### Signal wires by layer

Scale bar: 20 um. Two of the layers only.
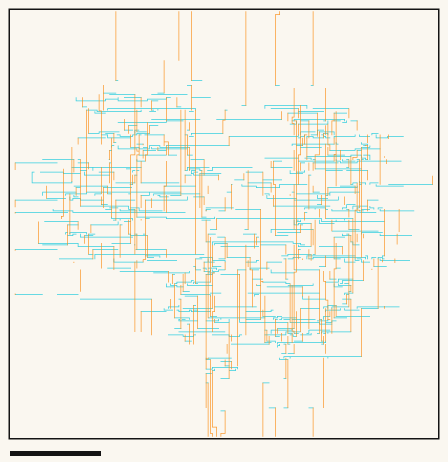
### The clock network

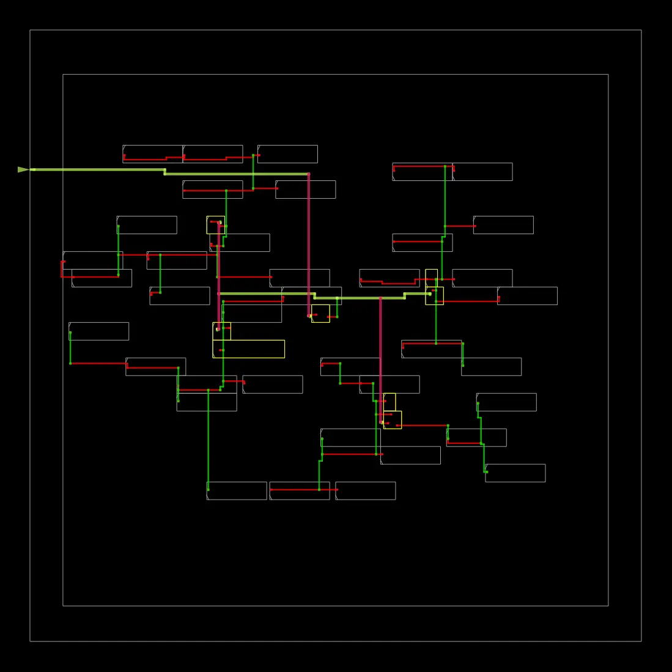
### Met3 routing

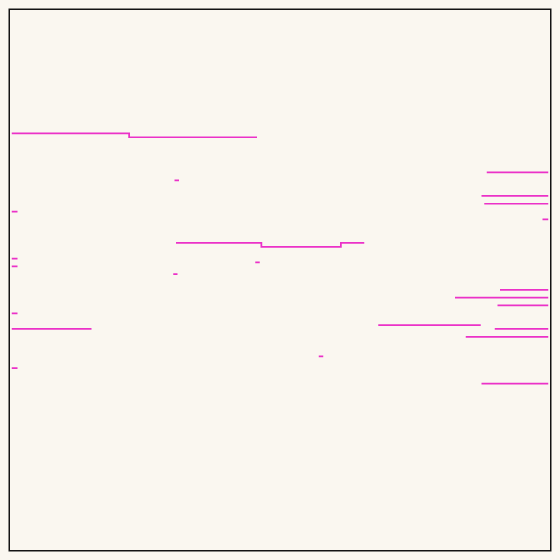
===== src/rtl/serial_sub_pkg.sv =====
// Shared types and constants for the bit-serial subtractor.
//   sub_state_t       : controller states (IDLE, SHIFT, DONE)
//   SUB_DEFAULT_WIDTH : default operand width
package serial_sub_pkg;

  typedef enum logic [1:0] {
    IDLE  = 2'd0,
    SHIFT = 2'd1,
    DONE  = 2'd2
  } sub_state_t;

  localparam int SUB_DEFAULT_WIDTH = 8;

endpackage


===== src/rtl/half_subtractor.sv =====
// Half subtractor bit-cell.
//   x : minuend bit
//   y : subtrahend bit
//   d : difference, x ^ y
//   b : borrow, ~x & y
module half_subtractor (
  input  logic x,
  input  logic y,
  output logic d,
  output logic b
);

  assign d = x ^ y;
  assign b = ~x & y;

endmodule


===== src/rtl/serial_subtractor.sv =====
// Bit-serial two's-complement subtractor, a - b, LSB first, one bit per clock.
// Optional macro SERIAL_SUB_OVF_EN adds the signed-overflow output ovf.
//   clk, rst   : clock, asynchronous active-high reset
//   start      : launch request, sampled only in IDLE
//   a, b       : minuend / subtrahend, captured on the accepting edge
//   busy       : high in SHIFT and DONE
//   done       : one-cycle completion pulse
//   diff       : (a - b) mod 2^WIDTH, updated only at completion
//   borrow_out : 1 iff a < b unsigned
//   ovf        : signed overflow (SERIAL_SUB_OVF_EN only)
module serial_subtractor
  import serial_sub_pkg::*;
#(
  parameter int WIDTH = SUB_DEFAULT_WIDTH
) (
  input  logic             clk,
  input  logic             rst,
  input  logic             start,
  input  logic [WIDTH-1:0] a,
  input  logic [WIDTH-1:0] b,
  output logic             busy,
  output logic             done,
  output logic [WIDTH-1:0] diff,
  output logic             borrow_out
`ifdef SERIAL_SUB_OVF_EN
  ,
  output logic             ovf
`endif
);

  localparam int CW = $clog2(WIDTH);
  localparam logic [CW-1:0] LAST = CW'(WIDTH - 1);

  sub_state_t state, state_nxt;

  logic [WIDTH-1:0] sa, sb;
  logic [WIDTH-2:0] res;     // bits already produced; the final bit is d itself
  logic [CW-1:0]    cnt;
  logic             br;

  logic d1, b1, d, b2, br_nxt;
  logic [WIDTH-1:0] res_full;
  logic             last_bit;

  // full subtract = two half subtractors, borrows ORed
  half_subtractor u_hs0 (.x(sa[0]), .y(sb[0]), .d(d1), .b(b1));
  half_subtractor u_hs1 (.x(d1),    .y(br),    .d(d),  .b(b2));
  assign br_nxt = b1 | b2;

  // new bit enters from the MSB side; the concatenation is the full result on
  // the last bit and drops the LSB-most stale bit otherwise
  assign res_full = {d, res};
  assign last_bit = (cnt == LAST);

  always_comb begin
    state_nxt = state;
    case (state)
      IDLE:    if (start) state_nxt = SHIFT;
      SHIFT:   if (last_bit) state_nxt = DONE;
      DONE:    state_nxt = IDLE;
      default: state_nxt = IDLE;
    endcase
  end

  always_ff @(posedge clk or posedge rst) begin
    if (rst) state <= IDLE;
    else     state <= state_nxt;
  end

  assign busy = (state != IDLE);
  assign done = (state == DONE);

`ifdef SERIAL_SUB_OVF_EN
  logic a_msb, b_msb;
`endif

  always_ff @(posedge clk or posedge rst) begin
    if (rst) begin
      sa         <= '0;
      sb         <= '0;
      res        <= '0;
      cnt        <= '0;
      br         <= 1'b0;
      diff       <= '0;
      borrow_out <= 1'b0;
`ifdef SERIAL_SUB_OVF_EN
      a_msb      <= 1'b0;
      b_msb      <= 1'b0;
      ovf        <= 1'b0;
`endif
    end else begin
      case (state)
        IDLE: if (start) begin
          sa  <= a;
          sb  <= b;
          cnt <= '0;
          br  <= 1'b0;
`ifdef SERIAL_SUB_OVF_EN
          a_msb <= a[WIDTH-1];
          b_msb <= b[WIDTH-1];
`endif
        end
        SHIFT: begin
          sa  <= sa >> 1;
          sb  <= sb >> 1;
          br  <= br_nxt;
          res <= res_full[WIDTH-1:1];
          if (!last_bit) cnt <= cnt + 1'b1;
          if (last_bit) begin
            diff       <= res_full;
            borrow_out <= br_nxt;
`ifdef SERIAL_SUB_OVF_EN
            // d is the result MSB on the last bit
            ovf <= (a_msb != b_msb) && (d != a_msb);
`endif
          end
        end
        default: ;
      endcase
    end
  end

endmodule

===== config.mk =====
export PLATFORM = sky130hd
export DESIGN_NAME = serial_subtractor
export DESIGN_NICKNAME = d
export VERILOG_FILES = /design/src/rtl/serial_sub_pkg.sv /design/src/rtl/half_subtractor.sv /design/src/rtl/serial_subtractor.sv
export SDC_FILE = /design/constraint.sdc
export NUM_CORES = 1
export LEC_CHECK = 0
export ABC_AREA = 1
export CORE_MARGIN = 5
export CORE_UTILIZATION = 25
export CTS_BUF_LIST = sky130_fd_sc_hd__clkbuf_4
export DETAILED_ROUTE_END_ITERATION = 12
export GPL_TIMING_DRIVEN = 0
export PLACE_DENSITY_LB_ADDON = 0.3
export SLEW_MARGIN = 20
export SYNTH_ARGS = -nofsm -noshare
export SYNTH_HDL_FRONTEND = slang
export SYNTH_SLANG_ARGS = --single-unit
export TNS_END_PERCENT = 100

===== constraint.sdc =====
create_clock -name clk -period 2.7 [get_ports clk]
set_input_delay 0.405 -clock clk [delete_from_list [all_inputs] [get_ports clk]]
set_output_delay 0.405 -clock clk [all_outputs]
set_load 0.05 [all_outputs]

==> flow_summary.ini <==
; implementation run metrics
[pwr]
netSwitchingPower_mw = 1.16
p_int_mw = 1.47
power_leakage_nw = 1.16
clock_net_power_mw = 0.386

[finish]
stdcell_count = 345
clk_share_pct = 3.42
reg_top3 = diff x8, sa x8, sb x8
sh_seq_area_pct = 42.0
layout.cells.most_common = sky130_fd_sc_hd__nand2_1
post_route_cells_drive_above_1_share_pct = 12.9
syn_to_final_growth_pct = 28.9
comb.multi_input.count = 147
multi_input_comb_area_um2 = 677
fin_area_um2 = 2270
combinational_share_of_cell_area_pct = 29.9
final_layout_top_logic_cells = 103 x sky130_fd_sc_hd__nand2_1, 38 x sky130_fd_sc_hd__dfrtp_1, 29 x sky130_fd_sc_hd__clkdlybuf4s50_1
register_area_um2 = 951
layout.filler_cells = 762
clock_buffers = 5
dominant-cell-class = sequential cells

[timing]
min_period_ps = 2380
setup-tns-final_ps = 0
finalHoldViolations = 0
fin_crit_sh_pct = 88.0
slew_headroom_pct = 66.4
timing.final.max_slew_violations = 0

[setup_path]
worstRegToRegCells = 6
crit_path_start_kind = register
critical_path.endpoint = done
worst-path-max-fanout = 10
setup.reg_to_reg.worst_slack_ps = 1280
timing.setup.critical_path_class = reg -> out
timing.critical_path.slowest_stage_cell = sky130_fd_sc_hd__clkdlybuf4s50_1
crit_chain = buf_6 > buf_2 > nor2_1 > clkdlybuf4s50_1
worst_path_dominant_cell_family = buffers and inverters
required_time_worst_endpoint_ps = 2300
data_arrival_time_of_the_worst_path_ps = 1970

[synth]
yosys-mux-area-fraction_pct = 0
leading_post_synthesis_cells_by_instance_count = 103 x sky130_fd_sc_hd__nand2_1, 38 x sky130_fd_sc_hd__dfrtp_1, 19 x sky130_fd_sc_hd__nand3_1, 15 x sky130_fd_sc_hd__inv_1
synthAdderAreaFrac_pct = 2.56
yosys.stat.seqShare_pct = 54.1
yosys_warnings = 0
ffs_latches_synth = 38
yosys_cells = 211
synth_cells = 211
synth.yosys.chip_area_um2 = 1760
synthesis.area_um2 = 1760
synth.top_cell.area_share_pct = 54.1
synthSimpleGateAreaFrac_pct = 28.8
ys.flop_type = sky130_fd_sc_hd__dfrtp_1
synth_xor_xnor_area_share_pct = 0
synth_area_per_cell_um2 = 8.33
synthDominantAreaCellType = sky130_fd_sc_hd__dfrtp_1
synth-edff-count = 0
yosys-dominant-comb-family = simple AND/OR/NAND/NOR gates
asyncSetResetFlopFracSynth_pct = 100
yosys-top-cells-area = sky130_fd_sc_hd__dfrtp_1 54%, sky130_fd_sc_hd__nand2_1 22%, sky130_fd_sc_hd__nand3_1 5.4%

[run]
warning_count = 26

[die]
die_width_um = 93.9
well_tap_count = 96
core-area_um2 = 6830
initial_core_util_pct = 25.7
boundaryPins = 30

[hold_path]
worst_hold_path_type = in -> async

[global_route]
globalRouteMet2Util_pct = 14.6
globalRoute.busiestLayer = met2
globalRoute.totalOverflow = 0
grt_first_pass_wirelength_um = 6580
gr-usage-met1_pct = 12.2

[clock_tree]
cts_tree = done
cts_hold_repair_buffers = 0
cts-htree-levels = 2
clk_path_buf_depth = 2

[route]
detail_route.first_pass.iterations = 4
dr_wl_met2_um = 1600
m1WireLength_um = 1910

[placed_design]
dpl_cell_area_um2 = 2190
port_buffers = 29

[run_status]
status = complete, no violations
-- 'Signal wires by layer' (at the start) --
Key: cyan = met1 [wire length 1910 um]; orange = met2 [wire length 1600 um]
via count: 1404
final wirelength: 3780 um
GR Util All Layers: 9.37%

-- 'The clock network' (at the start) --
count of flip-flops and latches: 38
worst-skew pair later-pin latency: 340 ps
worst clock skew: 10.8 ps
clock sink total: 38

-- 'Met3 routing' (at the start) --
19 nets have wire on it. The longest straight run is 22.1 um. The layer holds 5.6% of the routed length. The layer carries 212 um of wire.
met3 Track Usage GR: 2.96%

